==> images/ff_map.png <==
Scale: 2 px per um. Other sequential cells in the stronger gray, the rest of the logic in the fainter gray.
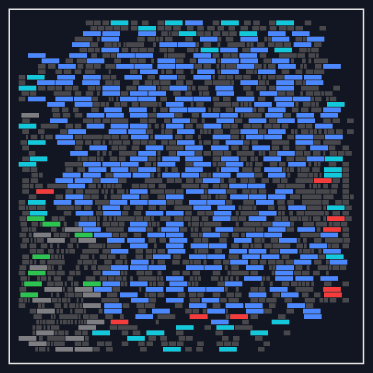
==> images/clock_nets.png <==
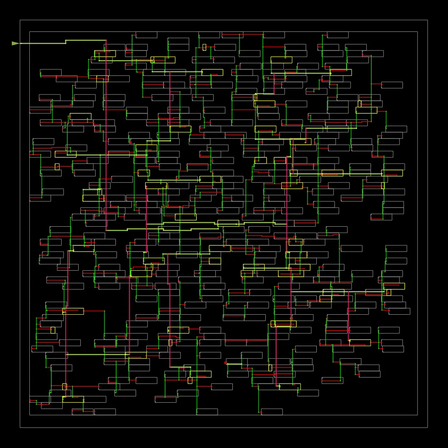
<file path="src/rtl/record_read_scheduler_pkg.sv">
// Shared types for the record storage read path: the PlayRecord layout,
// read-scheduler state/owner encodings and the history cache size.
package record_read_scheduler_pkg;

    localparam int HIST_SLOTS = 9;

    typedef struct packed {
        logic [7:0]  rec_id;
        logic [15:0] score;
        logic [7:0]  level;
    } PlayRecord;

    typedef enum logic {
        OWN_SWEEP,
        OWN_CLIENT
    } RdOwner;

    typedef enum logic [1:0] {
        RS_IDLE,
        RS_WAIT,
        RS_CAPTURE
    } RdSchedState;

    // Record ids 1..num_slots map onto cache slots; id 0 is never cached.
    function automatic logic id_in_cache(input logic [7:0] id, input int num_slots);
        return (id != 8'd0) && (int'(id) <= num_slots);
    endfunction

endpackage

</file>
<file path="src/rtl/record_read_scheduler_cache.sv">
// NUM_SLOTS-entry PlayRecord register file indexed by record id (1-based),
// with one write port, per-slot fill flags and a combinational read port.
module record_read_scheduler_cache
    import record_read_scheduler_pkg::*;
#(
    parameter int NUM_SLOTS = HIST_SLOTS
) (
    input  logic                 prog_clk,
    input  logic                 rst,
    input  logic                 i_wr_en,
    input  logic [7:0]           i_wr_id,
    input  PlayRecord            i_wr_data,
    input  logic [7:0]           i_rd_id,
    output PlayRecord            o_rd_data,
    output logic [NUM_SLOTS-1:0] o_valid
);

    localparam int AW = (NUM_SLOTS > 1) ? $clog2(NUM_SLOTS) : 1;

    PlayRecord            r_mem [NUM_SLOTS];
    logic [NUM_SLOTS-1:0] r_valid;
    logic [AW-1:0]        w_wr_idx;
    logic [AW-1:0]        w_rd_idx;

    assign w_wr_idx = AW'(i_wr_id - 8'd1);
    assign w_rd_idx = AW'(i_rd_id - 8'd1);
    assign o_valid  = r_valid;

    always_ff @(posedge prog_clk or posedge rst) begin
        if (rst) begin
            for (int k = 0; k < NUM_SLOTS; k++) begin
                r_mem[k] <= '0;
            end
            r_valid <= '0;
        end else if (i_wr_en && id_in_cache(i_wr_id, NUM_SLOTS)) begin
            r_mem[w_wr_idx]   <= i_wr_data;
            r_valid[w_wr_idx] <= 1'b1;
        end
    end

    always_comb begin
        o_rd_data = '0;
        if (id_in_cache(i_rd_id, NUM_SLOTS)) begin
            o_rd_data = r_mem[w_rd_idx];
        end
    end

endmodule

</file>
<file path="src/rtl/record_read_scheduler.sv">
// Time-shares the single RecordStorageManager read port between a background
// sweep that keeps the history cache fresh and one on-demand client.
module record_read_scheduler
    import record_read_scheduler_pkg::*;
#(
    parameter int NUM_SLOTS      = HIST_SLOTS,
    parameter int READ_LAT       = 1,
    parameter int REFRESH_CYCLES = 30
) (
    input  logic                 prog_clk,
    input  logic                 rst,
    output logic [7:0]           rec_read_id,
    input  PlayRecord            rec_read_data,
    input  logic                 req_valid,
    input  logic [7:0]           req_id,
    output logic                 req_ready,
    output logic                 resp_valid,
    output PlayRecord            resp_data,
    input  logic                 invalidate,
    input  logic [7:0]           disp_id,
    output PlayRecord            disp_rec,
    output logic [NUM_SLOTS-1:0] cache_valid,
    output logic                 sweep_done
);

    localparam int             LW       = (READ_LAT > 1) ? $clog2(READ_LAT) : 1;
    localparam int             RW       = (REFRESH_CYCLES > 0) ? $clog2(REFRESH_CYCLES + 1) : 1;
    localparam logic [LW-1:0]  LAT_INIT = LW'(READ_LAT - 1);
    localparam logic [RW-1:0]  REF_INIT = RW'(REFRESH_CYCLES);
    localparam logic [7:0]     LAST_ID  = 8'(NUM_SLOTS);

    RdSchedState   r_state;
    RdOwner        r_owner;
    logic [LW-1:0] r_lat_cnt;
    logic [7:0]    r_rec_read_id;
    logic [7:0]    r_sweep_slot;
    logic          r_sweep_pending;
    logic [RW-1:0] r_refresh_cnt;
    logic          r_restart;
    logic          r_client_last;
    logic          r_resp_valid;
    PlayRecord     r_resp_data;
    logic          r_sweep_done;

    logic          w_restart;
    logic [7:0]    w_slot;
    logic          w_pend;
    logic [RW-1:0] w_refresh;
    logic          w_done;
    logic          w_ready;
    logic          w_grant_client;
    logic          w_grant_sweep;
    logic          w_cache_wr;

    // CAPTURE doubles as a return-to-idle slot: sweep bookkeeping settles and a
    // new grant can issue on the same edge, giving one read per READ_LAT+1 cycles.
    always_comb begin
        w_restart = (r_state != RS_WAIT) && (r_restart || invalidate);
        w_slot    = r_sweep_slot;
        w_pend    = r_sweep_pending;
        w_refresh = r_refresh_cnt;
        w_done    = 1'b0;
        if (r_state == RS_CAPTURE && r_owner == OWN_SWEEP) begin
            if (r_rec_read_id == LAST_ID) begin
                w_slot    = 8'd1;
                w_pend    = (REFRESH_CYCLES == 0);
                w_refresh = REF_INIT;
                w_done    = 1'b1;
            end else begin
                w_slot = r_rec_read_id + 8'd1;
            end
        end else if (r_state == RS_IDLE && r_refresh_cnt != '0) begin
            w_refresh = r_refresh_cnt - RW'(1);
            if (r_refresh_cnt == RW'(1)) begin
                w_pend = 1'b1;
            end
        end
        if (w_restart) begin
            w_slot    = 8'd1;
            w_pend    = 1'b1;
            w_refresh = '0;
            w_done    = 1'b0;
        end
        // After serving the client, a pending sweep gets the next slot.
        w_ready        = (r_state != RS_WAIT) && !(w_pend && r_client_last);
        w_grant_client = req_valid && w_ready;
        w_grant_sweep  = (r_state != RS_WAIT) && w_pend && !w_grant_client;
    end

    assign w_cache_wr = (r_state == RS_WAIT) && (r_lat_cnt == '0);

    always_ff @(posedge prog_clk or posedge rst) begin
        if (rst) begin
            r_state         <= RS_IDLE;
            r_owner         <= OWN_SWEEP;
            r_lat_cnt       <= '0;
            r_rec_read_id   <= 8'd0;
            r_sweep_slot    <= 8'd1;
            r_sweep_pending <= 1'b1;
            r_refresh_cnt   <= '0;
            r_restart       <= 1'b0;
            r_client_last   <= 1'b0;
            r_resp_valid    <= 1'b0;
            r_resp_data     <= '0;
            r_sweep_done    <= 1'b0;
        end else begin
            r_resp_valid <= 1'b0;
            r_sweep_done <= 1'b0;
            case (r_state)
                RS_WAIT: begin
                    if (invalidate) begin
                        r_restart <= 1'b1;
                    end
                    if (r_lat_cnt != '0) begin
                        r_lat_cnt <= r_lat_cnt - LW'(1);
                    end else begin
                        r_state <= RS_CAPTURE;
                        if (r_owner == OWN_CLIENT) begin
                            r_resp_valid <= 1'b1;
                            r_resp_data  <= rec_read_data;
                        end
                    end
                end
                default: begin
                    r_sweep_slot    <= w_slot;
                    r_sweep_pending <= w_pend;
                    r_refresh_cnt   <= w_refresh;
                    r_sweep_done    <= w_done;
                    r_restart       <= 1'b0;
                    if (w_grant_client) begin
                        r_rec_read_id <= req_id;
                        r_owner       <= OWN_CLIENT;
                        r_client_last <= 1'b1;
                        r_lat_cnt     <= LAT_INIT;
                        r_state       <= RS_WAIT;
                    end else if (w_grant_sweep) begin
                        r_rec_read_id <= w_slot;
                        r_owner       <= OWN_SWEEP;
                        r_client_last <= 1'b0;
                        r_lat_cnt     <= LAT_INIT;
                        r_state       <= RS_WAIT;
                    end else begin
                        r_state <= RS_IDLE;
                    end
                end
            endcase
        end
    end

    record_read_scheduler_cache #(
        .NUM_SLOTS (NUM_SLOTS)
    ) u_cache (
        .prog_clk  (prog_clk),
        .rst       (rst),
        .i_wr_en   (w_cache_wr),
        .i_wr_id   (r_rec_read_id),
        .i_wr_data (rec_read_data),
        .i_rd_id   (disp_id),
        .o_rd_data (disp_rec),
        .o_valid   (cache_valid)
    );

    assign rec_read_id = r_rec_read_id;
    assign req_ready   = w_ready;
    assign resp_valid  = r_resp_valid;
    assign resp_data   = r_resp_data;
    assign sweep_done  = r_sweep_done;

endmodule

</file>
<file path="config.mk">
export PLATFORM = sky130hd
export DESIGN_NAME = record_read_scheduler
export DESIGN_NICKNAME = d
export VERILOG_FILES = /design/src/rtl/record_read_scheduler_pkg.sv /design/src/rtl/record_read_scheduler_cache.sv /design/src/rtl/record_read_scheduler.sv
export SDC_FILE = /design/constraint.sdc
export NUM_CORES = 1
export LEC_CHECK = 0
export CORE_MARGIN = 4
export CORE_UTILIZATION = 59
export DETAILED_ROUTE_END_ITERATION = 8
export GPL_TIMING_DRIVEN = 0
export PLACE_DENSITY = 0.81
export REMOVE_ABC_BUFFERS = 1
export SYNTH_ARGS = -nofsm -noshare
export SYNTH_HDL_FRONTEND = slang
export SYNTH_HIERARCHICAL = 1
export SYNTH_SLANG_ARGS = --single-unit
</file>
<file path="constraint.sdc">
create_clock -name prog_clk -period 13.7 [get_ports prog_clk]
set_input_delay 2.055 -clock prog_clk [delete_from_list [all_inputs] [get_ports prog_clk]]
set_output_delay 2.055 -clock prog_clk [all_outputs]
set_load 0.03 [all_outputs]
</file>
==> job_summary.md <==
## PnR job results

| Metric | Value |
|---|---|
| PnR worst setup slack | 5.14 ns |
| Max incr delay on CP | 0.96 ns |
| Hold Startpoint | u_cache/o_valid[1]$_DFFE_PP0P_ |
| Fraction of registers with async set/reset | 100% |
| DP Worst Slack | 5.19 ns |
| Synth Area in Simple Gates | 8.48% |
| Post-layout period usage | 62.5% |
| Final clock-cell share | 5.95% |
| Status | finished clean |
| Setup crit start kind | primary input |
| Top cells excl fill/tap | dfrtp_1, mux2_2, nand3_1, clkdlybuf4s50_1, mux2i_1 |
| Largest Register | u_cache/r_mem |
| Worst Hold Path Cells | 1 |
| Total die size | 31100 um^2 |
| R2R setup slack | 10.66 ns |
| OpenROAD warnings | 33 |
| Yosys warnings | 6 |
| WP data arrival | 6.50 ns |
| Routability cong. | 0.786 |
| Top-Level Pins | 136 |
| First-pass GRT wire length | 62400 um |
| Via count | 10900 |
| Cell count after synthesis | 1273 |
| Hold slack | 0.466 ns |
| Syn Area/Cell | 13.1 um^2 |
| Root Buffer | clkbuf_16 |
About ff_map.png:
Key: green = rec_read_id [flops 8, where lower left]; blue = u_cache/r_mem [flops 288]; cyan = resp_data [flops 32, where spread over the die]; red = u_cache/o_valid [flops 9]

About clock_nets.png:
Worst-Skew Late Latency: 0.52 ns
total CTS buffers: 38
Clock Power: 967 uW

Power is estimated from default activity; no workload was simulated.
